### config.mk
export PLATFORM = sky130hd
export DESIGN_NAME = psd_div_sched_flat
export DESIGN_NICKNAME = d
export VERILOG_FILES = /design/src/rtl/psd_div_sched_if.sv /design/src/rtl/psd_div_sched.sv /design/src/flat_wrapper.sv
export SDC_FILE = /design/constraint.sdc
export NUM_CORES = 1
export LEC_CHECK = 0
export ABC_AREA = 1
export CAP_MARGIN = 30
export CELL_PAD_IN_SITES_DETAIL_PLACEMENT = 0
export CELL_PAD_IN_SITES_GLOBAL_PLACEMENT = 2
export CORE_MARGIN = 4
export CORE_UTILIZATION = 21
export DETAILED_ROUTE_END_ITERATION = 7
export PLACE_DENSITY_LB_ADDON = 0.1
export SETUP_SLACK_MARGIN = 0.1
export SKIP_CTS_REPAIR_TIMING = 1
export SLEW_MARGIN = 20
export SYNTH_ARGS = -nofsm -noshare
export SYNTH_HDL_FRONTEND = slang
export SYNTH_SLANG_ARGS = --single-unit
### constraint.sdc
create_clock -name clock -period 1.45 [get_ports clock]
set_input_delay 0.2175 -clock clock [delete_from_list [all_inputs] [get_ports clock]]
set_output_delay 0.2175 -clock clock [all_outputs]
set_load 0.05 [all_outputs]
### src/rtl/psd_div_sched_if.sv
// psd_div_sched_if: requester-side and divider-side signals of the two-channel divider scheduler.
interface psd_div_sched_if;
   logic        req0, req1, ack0, ack1, done0, done1, dz0, dz1, busy;
   logic        div_start, div_stop;
   logic [31:0] dividend0, dividend1, quotient0, quotient1, div_dividend, div_quotient;
   logic [15:0] divisor0, divisor1, rest0, rest1, div_divisor, div_rest;
   modport slave (
      input  req0, req1, dividend0, dividend1, divisor0, divisor1, div_quotient, div_rest,
      output ack0, ack1, done0, done1, dz0, dz1, busy, quotient0, quotient1, rest0, rest1,
             div_start, div_stop, div_dividend, div_divisor
   );
   modport master (
      output req0, req1, dividend0, dividend1, divisor0, divisor1, div_quotient, div_rest,
      input  ack0, ack1, done0, done1, dz0, dz1, busy, quotient0, quotient1, rest0, rest1,
             div_start, div_stop, div_dividend, div_divisor
   );
endinterface

### src/rtl/psd_div_sched.sv
// psd_div_sched: round-robin sharing of one sequential 32/16 divider between two channels.
// Define PSD_DIVZERO_EN to short-circuit divisor-0 requests through a one-cycle ZERO state.
module psd_div_sched (
   input logic            clock,
   input logic            reset,
   psd_div_sched_if.slave bus
);
   typedef enum logic [2:0] {
      IDLE, START, RUN, STOP, CAPT
`ifdef PSD_DIVZERO_EN
      , ZERO
`endif
   } state_t;
   state_t      state_q, state_d;
   logic        prio_q, prio_d, owner_q, owner_d, sel, acc;
   logic [4:0]  cnt_q, cnt_d;
   logic [31:0] dvd_q, dvd_d, quo0_q, quo0_d, quo1_q, quo1_d;
   logic [15:0] dvs_q, dvs_d, rem0_q, rem0_d, rem1_q, rem1_d, sel_dvs;
   logic        done0_q, done0_d, done1_q, done1_d;
`ifdef PSD_DIVZERO_EN
   logic        dz0_q, dz0_d, dz1_q, dz1_d;
   assign acc = (state_q == START) || (state_q == ZERO);
   assign bus.dz0 = dz0_q;
   assign bus.dz1 = dz1_q;
`else
   assign acc = state_q == START;
   assign bus.dz0 = 1'b0;
   assign bus.dz1 = 1'b0;
`endif
   // a lone requester wins outright; prio only breaks ties
   assign sel     = (bus.req0 && bus.req1) ? prio_q : bus.req1;
   assign sel_dvs = sel ? bus.divisor1 : bus.divisor0;
   always_comb begin
      state_d = state_q;
      prio_d  = prio_q;
      owner_d = owner_q;
      cnt_d   = cnt_q;
      dvd_d   = dvd_q;
      dvs_d   = dvs_q;
      quo0_d  = quo0_q;
      quo1_d  = quo1_q;
      rem0_d  = rem0_q;
      rem1_d  = rem1_q;
      done0_d = 1'b0;
      done1_d = 1'b0;
`ifdef PSD_DIVZERO_EN
      dz0_d   = dz0_q;
      dz1_d   = dz1_q;
`endif
      unique case (state_q)
         IDLE: if (bus.req0 || bus.req1) begin
            owner_d = sel;
            dvd_d   = sel ? bus.dividend1 : bus.dividend0;
            dvs_d   = sel_dvs;
`ifdef PSD_DIVZERO_EN
            state_d = (sel_dvs == 16'd0) ? ZERO : START;
`else
            state_d = START;
`endif
         end
         START: begin
            cnt_d   = 5'd0;
            state_d = RUN;
         end
         RUN: begin
            cnt_d   = cnt_q + 5'd1;
            state_d = (cnt_q == 5'd31) ? STOP : RUN;
         end
         STOP: state_d = CAPT;
         CAPT: begin
            quo0_d  = owner_q ? quo0_q : bus.div_quotient;
            rem0_d  = owner_q ? rem0_q : bus.div_rest;
            quo1_d  = owner_q ? bus.div_quotient : quo1_q;
            rem1_d  = owner_q ? bus.div_rest : rem1_q;
            done0_d = !owner_q;
            done1_d = owner_q;
`ifdef PSD_DIVZERO_EN
            dz0_d   = owner_q ? dz0_q : 1'b0;
            dz1_d   = owner_q ? 1'b0 : dz1_q;
`endif
            prio_d  = !owner_q;
            state_d = IDLE;
         end
`ifdef PSD_DIVZERO_EN
         ZERO: begin
            quo0_d  = owner_q ? quo0_q : 32'd0;
            rem0_d  = owner_q ? rem0_q : 16'd0;
            quo1_d  = owner_q ? 32'd0 : quo1_q;
            rem1_d  = owner_q ? 16'd0 : rem1_q;
            done0_d = !owner_q;
            done1_d = owner_q;
            dz0_d   = owner_q ? dz0_q : 1'b1;
            dz1_d   = owner_q ? 1'b1 : dz1_q;
            prio_d  = !owner_q;
            state_d = IDLE;
         end
`endif
         default: state_d = IDLE;
      endcase
   end
   always_ff @(posedge clock) begin
      if (reset) begin
         state_q <= IDLE;
         prio_q  <= 1'b0;
         owner_q <= 1'b0;
         cnt_q   <= 5'd0;
         dvd_q   <= 32'd0;
         dvs_q   <= 16'd0;
         quo0_q  <= 32'd0;
         quo1_q  <= 32'd0;
         rem0_q  <= 16'd0;
         rem1_q  <= 16'd0;
         done0_q <= 1'b0;
         done1_q <= 1'b0;
`ifdef PSD_DIVZERO_EN
         dz0_q   <= 1'b0;
         dz1_q   <= 1'b0;
`endif
      end else begin
         state_q <= state_d;
         prio_q  <= prio_d;
         owner_q <= owner_d;
         cnt_q   <= cnt_d;
         dvd_q   <= dvd_d;
         dvs_q   <= dvs_d;
         quo0_q  <= quo0_d;
         quo1_q  <= quo1_d;
         rem0_q  <= rem0_d;
         rem1_q  <= rem1_d;
         done0_q <= done0_d;
         done1_q <= done1_d;
`ifdef PSD_DIVZERO_EN
         dz0_q   <= dz0_d;
         dz1_q   <= dz1_d;
`endif
      end
   end
   assign bus.ack0         = acc && !owner_q;
   assign bus.ack1         = acc && owner_q;
   assign bus.busy         = state_q != IDLE;
   assign bus.div_start    = state_q == START;
   assign bus.div_stop     = state_q == STOP;
   assign bus.div_dividend = dvd_q;
   assign bus.div_divisor  = dvs_q;
   assign bus.done0        = done0_q;
   assign bus.done1        = done1_q;
   assign bus.quotient0    = quo0_q;
   assign bus.quotient1    = quo1_q;
   assign bus.rest0        = rem0_q;
   assign bus.rest1        = rem1_q;
endmodule

### src/flat_wrapper.sv
// flat-port wrapper written by rule: the top's interface ports become plain ports
module psd_div_sched_flat 
  (clock, reset, bus_req0, bus_req1, bus_dividend0, bus_dividend1, bus_divisor0, bus_divisor1, bus_div_quotient, bus_div_rest, bus_ack0, bus_ack1, bus_done0, bus_done1, bus_dz0, bus_dz1, bus_busy, bus_quotient0, bus_quotient1, bus_rest0, bus_rest1, bus_div_start, bus_div_stop, bus_div_dividend, bus_div_divisor);
  psd_div_sched_if bus_i ();
  input logic clock;
  input logic reset;
  input wire logic [$bits(bus_i.req0)-1:0] bus_req0;
  input wire logic [$bits(bus_i.req1)-1:0] bus_req1;
  input wire logic [$bits(bus_i.dividend0)-1:0] bus_dividend0;
  input wire logic [$bits(bus_i.dividend1)-1:0] bus_dividend1;
  input wire logic [$bits(bus_i.divisor0)-1:0] bus_divisor0;
  input wire logic [$bits(bus_i.divisor1)-1:0] bus_divisor1;
  input wire logic [$bits(bus_i.div_quotient)-1:0] bus_div_quotient;
  input wire logic [$bits(bus_i.div_rest)-1:0] bus_div_rest;
  output wire logic [$bits(bus_i.ack0)-1:0] bus_ack0;
  output wire logic [$bits(bus_i.ack1)-1:0] bus_ack1;
  output wire logic [$bits(bus_i.done0)-1:0] bus_done0;
  output wire logic [$bits(bus_i.done1)-1:0] bus_done1;
  output wire logic [$bits(bus_i.dz0)-1:0] bus_dz0;
  output wire logic [$bits(bus_i.dz1)-1:0] bus_dz1;
  output wire logic [$bits(bus_i.busy)-1:0] bus_busy;
  output wire logic [$bits(bus_i.quotient0)-1:0] bus_quotient0;
  output wire logic [$bits(bus_i.quotient1)-1:0] bus_quotient1;
  output wire logic [$bits(bus_i.rest0)-1:0] bus_rest0;
  output wire logic [$bits(bus_i.rest1)-1:0] bus_rest1;
  output wire logic [$bits(bus_i.div_start)-1:0] bus_div_start;
  output wire logic [$bits(bus_i.div_stop)-1:0] bus_div_stop;
  output wire logic [$bits(bus_i.div_dividend)-1:0] bus_div_dividend;
  output wire logic [$bits(bus_i.div_divisor)-1:0] bus_div_divisor;
  assign bus_i.req0 = bus_req0;
  assign bus_i.req1 = bus_req1;
  assign bus_i.dividend0 = bus_dividend0;
  assign bus_i.dividend1 = bus_dividend1;
  assign bus_i.divisor0 = bus_divisor0;
  assign bus_i.divisor1 = bus_divisor1;
  assign bus_i.div_quotient = bus_div_quotient;
  assign bus_i.div_rest = bus_div_rest;
  assign bus_ack0 = bus_i.ack0;
  assign bus_ack1 = bus_i.ack1;
  assign bus_done0 = bus_i.done0;
  assign bus_done1 = bus_i.done1;
  assign bus_dz0 = bus_i.dz0;
  assign bus_dz1 = bus_i.dz1;
  assign bus_busy = bus_i.busy;
  assign bus_quotient0 = bus_i.quotient0;
  assign bus_quotient1 = bus_i.quotient1;
  assign bus_rest0 = bus_i.rest0;
  assign bus_rest1 = bus_i.rest1;
  assign bus_div_start = bus_i.div_start;
  assign bus_div_stop = bus_i.div_stop;
  assign bus_div_dividend = bus_i.div_dividend;
  assign bus_div_divisor = bus_i.div_divisor;
  psd_div_sched u_core (.clock(clock), .reset(reset), .bus(bus_i));
endmodule
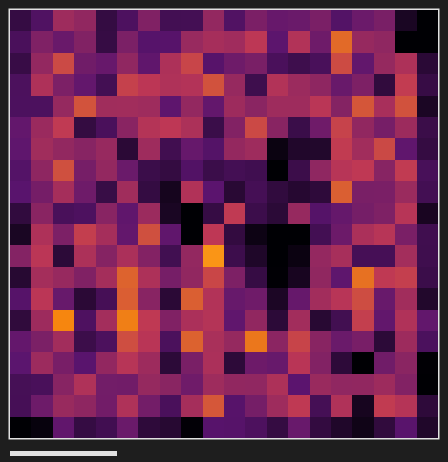
Figure 1: run 1, placement density heat map.
Bar = 50 µm. The die is cut into 20 by 20 equal tiles; black is low, pale yellow is high, 0 to 100% covered.
fullest tile: 77%
emptiest ninth of the die: middle
nearly empty tiles: 3.7%
tiles over 75% full: 0.30%

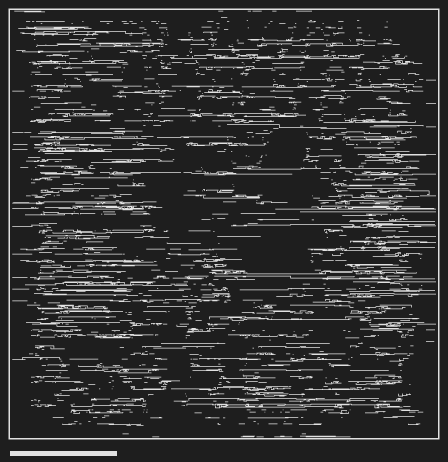
Figure 2: run 1, signal wires on met1.
Bar = 50 µm.
main direction: horizontal
share of all routed wire: 44%
wire length on this layer: 11900 µm
longest straight run: 63.5 µm
nets with wire on the layer: 1598

==> flow_metrics.env, run 1 <==
# physical design summary
export IMPL_outcome="complete, but fails checks"
export IMPL_failed_checks="setup timing"
export IMPL_rr_endpoint="u_core.bus.rest1[7]"
export IMPL_fp_util_pct=21.2
export IMPL_cts_path_max_buffers=2
export IMPL_yosys_area_top_type_share_pct=40.4
export IMPL_critPathLaunchType="register"
export IMPL_crit_type="reg -> out"
export IMPL_grt_pass1_vias=7240
export IMPL_r2r_setup_slack_ns=0.06
export IMPL_row_count=70
export IMPL_crit_path_end_kind="primary output"
export IMPL_post_place_ws_ns=-0.281
export IMPL_ys_cells=1341
export IMPL_io_pins=301
export IMPL_drt_pass1_iter_count=4
export IMPL_clkLatencyLatePin_ns=0.44
export IMPL_setup_violations=5
export IMPL_cts_inserted_buffers=17
export IMPL_worst_path_max_fanout=4
export IMPL_die_h_um=200
export IMPL_cts_sinks=156
export IMPL_netlist_area_mm2=0.00773
export IMPL_antenna_cells=0
export IMPL_grt_start_max_net_pins=43
export IMPL_grt_use_met2_pct=20.3
export IMPL_arrival_ns=1.37
export IMPL_ys_warn_count=0
export IMPL_ys_ff=156
export IMPL_antenna_found_initial=4
export IMPL_clk_pin_slew_ns=0.06
export IMPL_cts_root_buf="clkbuf_16"
export IMPL_required_ns=1.23
export IMPL_maxCapViolCount=0
export IMPL_htree_num_levels=4
export IMPL_cts_tree="built"
export IMPL_layout_setup_ws_ns=-0.138
export IMPL_grt_pass1_wl_um=40100
export IMPL_grt_use_total_pct=13.0
export IMPL_min_from="bus_div_quotient[16]"
export IMPL_layout_drive_gt1_share_pct=14.9
export IMPL_synth_avg_cell_area_um2=5.77
export IMPL_power_density_mw_per_mm2=1080
export IMPL_area_growth_pct=69.4
export IMPL_yosys_area_mm2=0.00773
export IMPL_synth_top_cell_by_area="dfxtp_1"
export IMPL_fmax_mhz=630
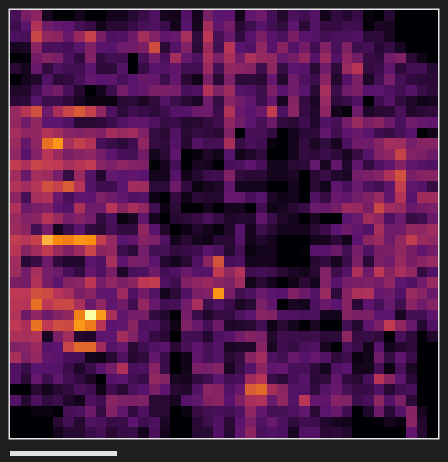
Figure 3: run 1, signal metal coverage by tile.
Bar = 50 µm. The die is cut into 40 by 40 equal tiles; black is low, pale yellow is high, scaled to the fullest tile. Values are wire area over tile area, all layers added.
mean over tiles: 0.11
fullest tile: 0.50
densest ninth of the die: left middle

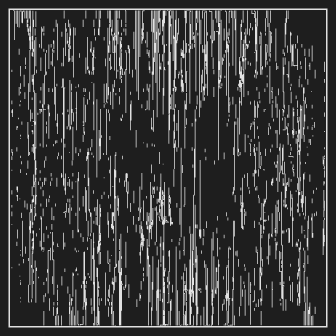
Figure 4: run 1, met2 routing.
wire length on this layer: 12100 µm
share of all routed wire: 45%

-- run 1: where the power goes --
group	leakage (nW)	total, W	switching (W)	internal, W
sequential	1.27	0.00491	0.000307	0.00460
combinational	5.09	0.00446	0.00246	0.00201
clock	0.287	0.00478	0.00192	0.00285
total	6.65	0.0141	0.00469	0.00946
-- run 1: layout by cell type (no fill, tap or decap), types with 3 or more instances in the layout --
master,netlist,layout
nand2_1,494,490
inv_1,349,344
nor2_1,254,249
dfxtp_1,156,154
clkdlybuf4s50_1,0,147
buf_12,0,119
buf_4,12,65
clkbuf_16,0,19
inv_2,3,6
a21oi_1,6,6
nor2_4,2,5
clkinv_2,0,5
nor2_2,2,4
nand2_2,1,4
nand3_1,6,4
clkinvlp_4,0,4
bufinv_16,0,4
o21ai_0,3,3
-- run 1: state kept, by name, summed over array words and instances (netlist names) --
| register | flops |
|---|---|
| u_core.bus.quotient1 | 32 |
| u_core.bus.div_dividend | 32 |
| u_core.owner_q | 1 |
| u_core.bus.rest1 | 16 |
| u_core.state_q | 3 |
| u_core.bus.done1 | 1 |
| u_core.bus.done0 | 1 |
| u_core.bus.quotient0 | 32 |
| u_core.cnt_q | 5 |
| u_core.bus.rest0 | 16 |
| u_core.bus.div_divisor | 16 |
| u_core.prio_q | 1 |
-- run 1: final cells by class --
class | instances | area, µm²
fill | 3917 | 23300
timing repair buffer | 335 | 4410
sequential | 156 | 3130
multi-input combinational | 775 | 3050
inverter | 352 | 1330
tap | 468 | 586
clock buffer | 18 | 429
clock inverter | 13 | 175
-- run 1: routing by layer --
layer / vias to the layer above / wire (µm)
met5: - / 30
li1: 4253 / -
met2: 191 / 12100
met3: 25 / 2620
met4: 6 / 370
met1: 3167 / 11900
-- run 1: critical path, cell delays in order (launching register included) --
cell and delay (ns):
dfxtp_2 0.33, buf_6 0.12, inv_4 0.06, nand3_4 0.13
nor2_4 0.15, buf_12 0.15
-- run 1: cells by family after synthesis --
group                    count (synthesis)  synth area share (%)
AND/OR/NAND/NOR                        762                  37.5
AND-OR/OR-AND                            9                 0.582
buffers and inverters                  411                  21.2
adder cells (fa/ha/maj)                  2                 0.324
other                                    1                0.0485
flip-flops                             156                  40.4
-- run 1: through the flow --
step	hold WS, ns	area, µm²	instances
2_1_floorplan	0.358	7740	1342
3_3_place_gp	0.457	12400	2081
3_5_place_dp	0.462	12400	2081
4_1_cts	0.387	13000	2112
5_1_grt	0.420	13100	2117
6_report	0.414	13100	2117
-- run 1: how the worst max path moves through the flow --
| stage | endpoint | cells after the start | slack (ns) | startpoint |
|---|---|---|---|---|
| finish | bus_ack1 | 5 | -0.14 | u_core.state_q[1] |
| global route | bus_ack0 | 5 | -0.22 | u_core.state_q[1] |
| CTS | bus_ack1 | 5 | -0.39 | u_core.state_q[1] |
| detailed placement | u_core.bus.div_dividend[15] | 8 | -0.28 | bus_req1 |
| global placement | u_core.bus.div_dividend[0] | 8 | -0.27 | bus_req1 |
| floorplan | bus_ack0 | 3 | -0.08 | u_core.state_q[1] |
==> run 1 -> run 2 <==
- CORE_UTILIZATION: 21 -> 22
- CTS_BUF_LIST: default -> sky130_fd_sc_hd__clkbuf_8
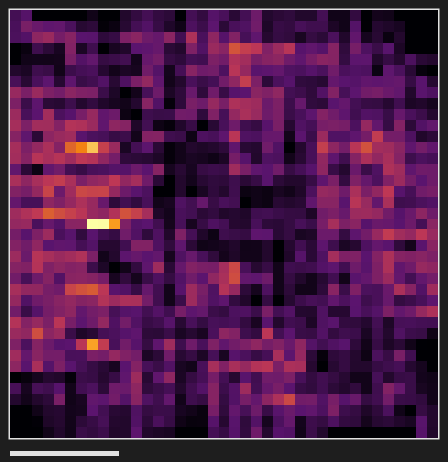
Figure 5: run 2, signal metal coverage by tile.
Bar = 50 µm. The die is cut into 39 by 39 equal tiles; black is low, pale yellow is high, scaled to the fullest tile. Values are wire area over tile area, all layers added.
nearly empty tiles: 4.9%
tiles over half the peak: 2.4%
densest ninth of the die: left middle

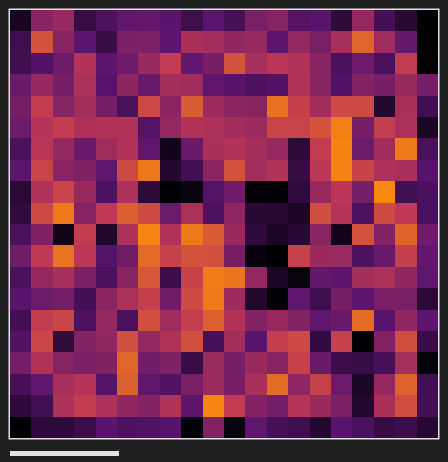
Figure 6: run 2, placement density heat map.
Bar = 50 µm. The die is cut into 20 by 20 equal tiles; black is low, pale yellow is high, 0 to 100% covered.
fullest tile: 74%
nearly empty tiles: 3.0%
mean over tiles: 35%

==> flow_metrics.env, run 2 <==
# physical design summary
export IMPL_ys_ff=156
export IMPL_arrival_ns=1.43
export IMPL_fmax_mhz=609
export IMPL_wl_met3_um=2640
export IMPL_clkLatencyLatePin_ns=0.47
export IMPL_top_cell="nand2_1"
export IMPL_placedInstanceArea_mm2=0.0126
export IMPL_lay_top_count="nand2_1"
export IMPL_grt_use_total_pct=13.7
export IMPL_ys_cells=1341
export IMPL_worst_path_max_fanout=3
export IMPL_synth_cell_types=21
export IMPL_netlist_area_mm2=0.00773
export IMPL_crit_type="reg -> out"
export IMPL_yosys_area_top_type_share_pct=40.4
export IMPL_slowest_stage="dfxtp_2"
export IMPL_outcome="complete, but fails checks"
export IMPL_lay_top_cells="459 x nand2_1, 347 x inv_1, 229 x nor2_1, 153 x dfxtp_1, 147 x clkdlybuf4s50_1"
export IMPL_layout_drive_gt1_share_pct=20.1
export IMPL_cts_sinks=156
export IMPL_row_count=68
export IMPL_area_growth_pct=80.0
export IMPL_fp_util_pct=22.3
export IMPL_layout_setup_ws_ns=-0.193
export IMPL_finClkSkew_ns=0.0207
export IMPL_critPathMaxStageDelay_ns=0.34
export IMPL_grt_pass1_vias=7478
export IMPL_power_density_mw_per_mm2=933
export IMPL_critPathLaunchType="register"
export IMPL_routabilityCongestion=0.776
export IMPL_failed_checks="setup timing"
export IMPL_crit_chain="buf_6 > inv_4 > buf_6 > nor3_4 > buf_12"
export IMPL_final_area_mm2=0.0139
export IMPL_setup_violations=119
export IMPL_ys_warn_count=0
export IMPL_cts_root_buf="clkbuf_8"
export IMPL_grt_pass1_wl_um=41600
export IMPL_cts_inserted_buffers=17
export IMPL_htree_num_levels=4
export IMPL_maxCapViolCount=0
export IMPL_cts_path_max_buffers=2
export IMPL_dr_max_layer_used="met5"
export IMPL_wl_met2_um=13700
export IMPL_clk_pin_slew_ns=0.10
export IMPL_io_pins=301
export IMPL_synth_avg_cell_area_um2=5.77
export IMPL_dr_total_vias=7887
export IMPL_yosys_area_mm2=0.00773
export IMPL_antenna_found_initial=6
export IMPL_whs_ns=0.376
export IMPL_crit_path_end_kind="primary output"
export IMPL_die_h_um=195
export IMPL_ys_top_cells_by_count="494 x nand2_1, 349 x inv_1, 254 x nor2_1"
export IMPL_cpMostUsedCell="buf_6"
export IMPL_drt_met1_wl_um=13100
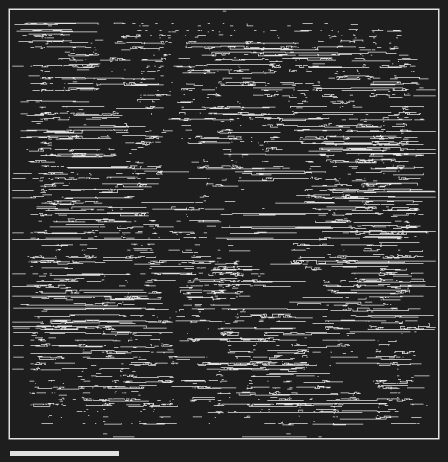
Figure 7: run 2, signal wires on met1.
Bar = 50 µm.
longest straight run: 76.4 µm
share of all routed wire: 44%
nets with wire on the layer: 1651

[run 2: worst max-delay path, delay by kind of cell (launching register included)]
kind	cells	cell delay [ns]
buffers and inverters	4	0.42
flip-flops	1	0.34
AND/OR/NAND/NOR	1	0.21
[run 2: report_power, final]
group / internal (W) / leakage [nW] / switching (W) / total, W
logic: 0.00242 / 5.51 / 0.00264 / 0.00505
registers: 0.00460 / 1.27 / 0.000319 / 0.00492
clock network: 0.00125 / 0.168 / 0.00178 / 0.00303
[run 2: path summary, 6_finish.rpt]
| path | slack [ns] | endpoint | depth (start not counted) | from |
|---|---|---|---|---|
| worst max-delay path | -0.19 | bus_div_stop | 5 | u_core.state_q[1] |
| worst min-delay path | 0.38 | u_core.bus.quotient0[27] | 5 | bus_div_quotient[27] |
| worst min register to register | 0.49 | u_core.cnt_q[4] | 2 | u_core.cnt_q[4] |
| worst max register to register | -0.18 | u_core.bus.quotient1[10] | 11 | u_core.state_q[1] |
[run 2: logic make-up after synthesis]
| logic type | share of synthesized area [%] |
|---|---|
| other cells | 0.0485 |
| flops | 40.4 |
| compound gates | 0.582 |
| fa+ha+maj | 0.324 |
| simple gates | 37.5 |
| buf+inv | 21.2 |
[run 2: area by class of cell]
cell class	instances	area [µm²]
Fill cell	3664	20700
Timing Repair Buffer	378	5290
Multi-Input combinational cell	775	3240
Sequential cell	156	3130
Inverter	352	1350
Tap cell	455	569
Clock buffer	19	262
Clock inverter	12	77.6
Antenna cell	1	2.50
[run 2: layer usage]
layer,global-route usage (%),vias to the layer above
li1,-,4343
met1,17.0,3328
met2,21.7,188
met3,6.80,18
met4,2.84,10
met5,0,-
[run 2: through the flow]
stage	utilization (%)	worst slack (ns)	TNS (ns)	power, W	std cells
final	40.2	-0.193	-13.78	0.0130	2148
after global routing	40.2	-0.275	-26.56	0.0138	2148
after CTS	37.5	-0.394	-6.02	0.0129	2113
after detailed placement	36.5	-0.228	-11.30	0.00968	2082
after global placement	36.5	-0.201	-9.37	0.00968	2082
after floorplan	-	-0.0842	-0.168	0.00718	1342
Power and IR drop assume default switching activity.
